Figure 1. Metal 3 (run 1).
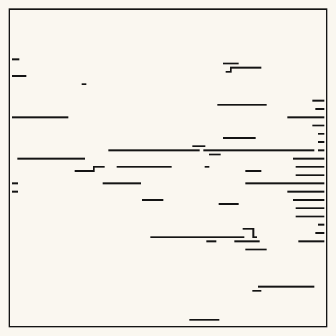
Figure 2. Clock routing (run 1).
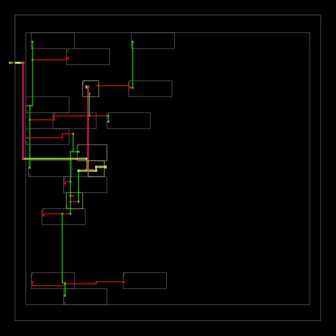
Figure 3. Wire density map (run 1).
Bar = 20 um. 10 x 10 tiles, from dark purple (low) to yellow (high), scaled to the fullest tile. Values are wire area over tile area, all layers added.
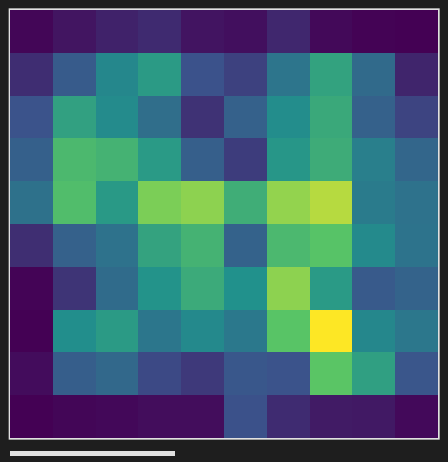
**src/rtl/rs485_route_ctrl.sv**
```systemverilog
// rs485_route_ctrl
// Routes a local UART onto one of NCH RS-485 channels. Ownership only
// changes after the chosen channel has been quiet for IDLE_CYC cycles,
// and each hand-over is framed by GUARD_CYC cycles of safe drive
// (txd=1, de=0, re=0) so neither side can glitch the bus.
module rs485_route_ctrl #(
   parameter int NCH       = 3,
   parameter int IDLE_CYC  = 16,
   parameter int GUARD_CYC = 4,
   localparam int SW = (NCH > 1) ? $clog2(NCH) : 1,
   localparam int CW = $clog2(((IDLE_CYC > GUARD_CYC) ? IDLE_CYC : GUARD_CYC) + 1)
) (
   input  logic           clk,
   input  logic           rst,
   input  logic           byp_req,
   input  logic [SW-1:0]  byp_sel,
   output logic           byp_ack,
   output logic           byp_busy,
   output logic           byp_err,
   input  logic           f_tx,
   input  logic           f_re,
   input  logic           f_de,
   output logic           f_rx,
   input  logic [NCH-1:0] mcu_tx,
   input  logic [NCH-1:0] mcu_re,
   input  logic [NCH-1:0] mcu_de,
   output logic [NCH-1:0] mcu_rx,
   output logic [NCH-1:0] bus_txd,
   output logic [NCH-1:0] bus_re,
   output logic [NCH-1:0] bus_de,
   input  logic [NCH-1:0] bus_rxd
);

   typedef enum logic [2:0] {
      S_IDLE       = 3'd0,
      S_WAIT_QUIET = 3'd1,
      S_GUARD_IN   = 3'd2,
      S_BYPASS     = 3'd3,
      S_RELEASE    = 3'd4,
      S_GUARD_OUT  = 3'd5
   } state_t;

   localparam logic [CW-1:0] IDLE_LIM  = CW'(IDLE_CYC);
   localparam logic [CW-1:0] GUARD_LIM = CW'(GUARD_CYC);
   localparam logic [CW-1:0] CNT_MAX   = '1;

   state_t        state, state_nx;
   logic [SW-1:0] cur, cur_nx;
   logic [CW-1:0] cnt, cnt_nx, cnt_inc;
   logic          err_lock, err_lock_nx, err_nx;
   logic          sel_ok, quiet_mcu, quiet_loc;

   // The counter saturates so a long quiet stretch can never wrap it back below a limit.
   assign cnt_inc   = (cnt == CNT_MAX) ? cnt : cnt + CW'(1);
   assign sel_ok    = (32'(byp_sel) < NCH);
   // Quiet means the current owner is not driving, is idling txd high, and the line idles high.
   assign quiet_mcu = !mcu_de[cur] && mcu_tx[cur] && bus_rxd[cur];
   assign quiet_loc = !f_de && f_tx && bus_rxd[cur];

   // Receive paths are never intercepted.
   assign mcu_rx = bus_rxd;

   // State, channel, counter and status outputs registered; status is taken from the next state.
   always_ff @(posedge clk) begin
      if (rst) begin
         state    <= S_IDLE;
         cur      <= '0;
         cnt      <= '0;
         err_lock <= 1'b0;
         byp_ack  <= 1'b0;
         byp_busy <= 1'b0;
         byp_err  <= 1'b0;
      end else begin
         state    <= state_nx;
         cur      <= cur_nx;
         cnt      <= cnt_nx;
         err_lock <= err_lock_nx;
         byp_ack  <= (state_nx == S_BYPASS);
         byp_busy <= !((state_nx == S_IDLE) || (state_nx == S_BYPASS));
         byp_err  <= err_nx;
      end
   end

   // Next-state, channel latch, quiet/guard counting and error pulse generation.
   always_comb begin
      state_nx    = state;
      cur_nx      = cur;
      cnt_nx      = cnt;
      err_nx      = 1'b0;
      err_lock_nx = err_lock;
      case (state)
         S_IDLE: begin
            if (!byp_req) begin
               err_lock_nx = 1'b0;
            end else if (!err_lock) begin
               if (sel_ok) begin
                  state_nx = S_WAIT_QUIET;
                  cur_nx   = byp_sel;
                  cnt_nx   = '0;
               end else begin
                  // Bad index: flag once, then wait for the request to drop.
                  err_nx      = 1'b1;
                  err_lock_nx = 1'b1;
               end
            end else begin
               err_lock_nx = 1'b1;
            end
         end
         S_WAIT_QUIET: begin
            if (!byp_req) begin
               state_nx = S_IDLE;
               cnt_nx   = '0;
            end else if (quiet_mcu) begin
               if (cnt_inc >= IDLE_LIM) begin
                  state_nx = S_GUARD_IN;
                  cnt_nx   = '0;
               end else begin
                  cnt_nx = cnt_inc;
               end
            end else begin
               cnt_nx = '0;
            end
         end
         S_GUARD_IN: begin
            if (cnt_inc >= GUARD_LIM) begin
               state_nx = S_BYPASS;
               cnt_nx   = '0;
            end else begin
               cnt_nx = cnt_inc;
            end
         end
         S_BYPASS: begin
            if (!byp_req) begin
               state_nx = S_RELEASE;
               cnt_nx   = '0;
            end else begin
               cnt_nx = cnt;
            end
         end
         S_RELEASE: begin
            if (quiet_loc) begin
               if (cnt_inc >= IDLE_LIM) begin
                  state_nx = S_GUARD_OUT;
                  cnt_nx   = '0;
               end else begin
                  cnt_nx = cnt_inc;
               end
            end else begin
               cnt_nx = '0;
            end
         end
         S_GUARD_OUT: begin
            if (cnt_inc >= GUARD_LIM) begin
               state_nx = S_IDLE;
               cnt_nx   = '0;
            end else begin
               cnt_nx = cnt_inc;
            end
         end
         default: begin
            state_nx = S_IDLE;
            cnt_nx   = '0;
         end
      endcase
   end

   // Pass-through muxing: every channel follows the MCU except the owned one outside IDLE/WAIT_QUIET.
   always_comb begin
      bus_txd = mcu_tx;
      bus_re  = mcu_re;
      bus_de  = mcu_de;
      f_rx    = 1'b1;
      case (state)
         S_GUARD_IN, S_GUARD_OUT: begin
            bus_txd[cur] = 1'b1;
            bus_de[cur]  = 1'b0;
            bus_re[cur]  = 1'b0;
         end
         S_BYPASS: begin
            bus_txd[cur] = f_tx;
            bus_re[cur]  = f_re;
            bus_de[cur]  = f_de;
            f_rx         = bus_rxd[cur];
         end
         S_RELEASE: begin
            bus_txd[cur] = f_tx;
            bus_re[cur]  = f_re;
            bus_de[cur]  = f_de;
         end
         default: begin
            f_rx = 1'b1;
         end
      endcase
   end

endmodule

```
**config.mk**
```make
export PLATFORM = sky130hd
export DESIGN_NAME = rs485_route_ctrl
export DESIGN_NICKNAME = d
export VERILOG_FILES = /design/src/rtl/rs485_route_ctrl.sv
export SDC_FILE = /design/constraint.sdc
export NUM_CORES = 1
export LEC_CHECK = 0
export CORE_MARGIN = 1.5
export CORE_UTILIZATION = 50
export DETAILED_ROUTE_END_ITERATION = 7
export GPL_TIMING_DRIVEN = 0
export HOLD_SLACK_MARGIN = 0.15
export PLACE_DENSITY = 0.84
export SETUP_SLACK_MARGIN = 0.2
export SYNTH_ARGS = -nofsm -noshare
export SYNTH_HDL_FRONTEND = slang
export SYNTH_SLANG_ARGS = --single-unit
```
**constraint.sdc**
```tcl
create_clock -name clk -period 3.2 [get_ports clk]
set_input_delay 0.64 -clock clk [delete_from_list [all_inputs] [get_ports clk]]
set_output_delay 0.64 -clock clk [all_outputs]
set_load 0.005 [all_outputs]
```
==> summary.rpt, run 1 <==
IMPLEMENTATION SUMMARY REPORT
----------------------------------------------------
[CTS]
  Skew-Pair Late Insertion Delay ........................ 0.28 ns
  Hold buffer count at cts ........................ 0

[Floorplan]
  Count of pins on the block boundary ........................ 36
  Area of the die ........................ 2700 um2

[Synthesis]
  Top cells by area in the synthesized netlist ........................ dfxtp_1 (23%), o21ai_0 (5.4%), nand2_1 (5.3%)
  Synth Instances ........................ 168
  Average instance area after synthesis ........................ 7.14 um2

[Worst setup path]
  R2r worst-path depth ........................ 7
  Critical Path Sink Type ........................ output pin

[STA]
  # setup viols final ........................ 0
  Max Transition Viols Final ........................ 0
  Final min period ........................ 2.92 ns

[Placement]
  Placed cell area ........................ 1590 um2

[Pwr]
  Pleak ........................ 0.604 nW
  Net switching share of the total power ........................ 29.2%
  Sequential fraction of design power ........................ 40.3%
  Internal Pwr Total ........................ 0.000320 W

[Outcome]
  Run status ........................ completed

[Run]
  Tool warnings ........................ 27

[GRT]
  Vias in the first global route ........................ 1460

----------------------------------------------------
Back to the opening pictures, Figure 1:
main direction: horizontal
nets with wire on the layer: 42
share of all routed wire: 6.0%
Total Routed Length: 3610 um
detailed-route via count: 1496
met3 track utilization from global routing: 3.45%

Back to the opening pictures, Figure 2:
number of sequential cells: 14
total CTS buffers: 3
Max Clock Skew: 0.00265 ns

Back to the opening pictures, Figure 3:
fullest tile: 0.60
emptiest ninth of the die: south-west
tiles over half the peak: 29%
mean over tiles: 0.22
Wirelength per Cell: 15.4 um
GRT Resource Usage Total: 29.2%

==> inputs of run 2 (changes only) <==
--- a/config.mk
+++ b/config.mk
@@ -5,10 +5,10 @@
 export SDC_FILE = /design/constraint.sdc
 export NUM_CORES = 1
 export LEC_CHECK = 0
+export ABC_AREA = 1
 export CORE_MARGIN = 1.5
-export CORE_UTILIZATION = 50
+export CORE_UTILIZATION = 49
 export DETAILED_ROUTE_END_ITERATION = 7
-export GPL_TIMING_DRIVEN = 0
 export HOLD_SLACK_MARGIN = 0.15
 export PLACE_DENSITY = 0.84
 export SETUP_SLACK_MARGIN = 0.2
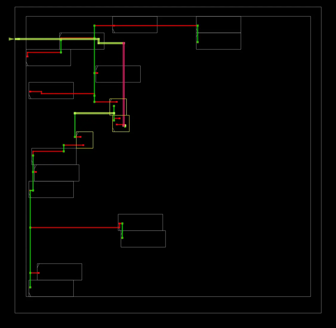
Figure 4: run 2, clock routing.
clock buf count: 3
Max Clock Skew: 0.00209 ns
CTS Sinks: 14

==> run 2 against run 1 <==
  * Wire length down 19%
  * Largest power group unchanged
  * Cell count is 6.0% higher
  * Setup slack improved by 0.17 ns
  * Clock-buffer cell count decreased by 1
  * Core utilization fell by 4.4 points
  * Global-route usage fell by 4.6 points
  * Highest routed layer unchanged
  * Sequential share of layout area up 1.6 points
  * Via count shrank 14%
  * Critical path type is now register to output pin
==> summary.rpt, run 2 <==
IMPLEMENTATION SUMMARY REPORT
----------------------------------------------------
[Pwr]
  Net switching share of the total power ........................ 28.3% (-0.95 points)
  Internal Pwr Total ........................ 0.000280 W (-13%)
  Pleak ........................ 0.741 nW (+23%)

[Drt]
  Wirelength per Cell ........................ 11.7 um (-24%)
  Total Routed Length ........................ 2920 um (-19%)
  Detailed-route via count ........................ 1292 (-14%)

[Run]
  Tool warnings ........................ 26 (-3.7%)

[Final layout]
  Count of nets after finishing ........................ 244
  Number of sequential cells ........................ 14 (unchanged)
  Non-clock buffers, area share ........................ 23.5%
  Largest cell class by area ........................ logic gates

[GRT]
  Met3 track utilization from global routing ........................ 3.87% (+0.42 points)
  Vias in the first global route ........................ 1147 (-21%)
  Global-route wire length before repair ........................ 4950 um

[Worst setup path]
  Critical Path Sink Type ........................ output pin
  R2r worst-path depth ........................ 11 (+4)

[Synthesis]
  Average instance area after synthesis ........................ 5.91 um2 (-17%)

[Outcome]
  Run status ........................ completed

[CTS]
  Skew-Pair Late Insertion Delay ........................ 0.27 ns (about the same)
  Hold buffer count at cts ........................ 0 (unchanged)

[Floorplan]
  Area of the die ........................ 2550 um2 (-5.6%)

[STA]
  Max Transition Viols Final ........................ 0 (unchanged)

----------------------------------------------------
Power figures rest on the tool's default switching activity, not on a simulated workload.
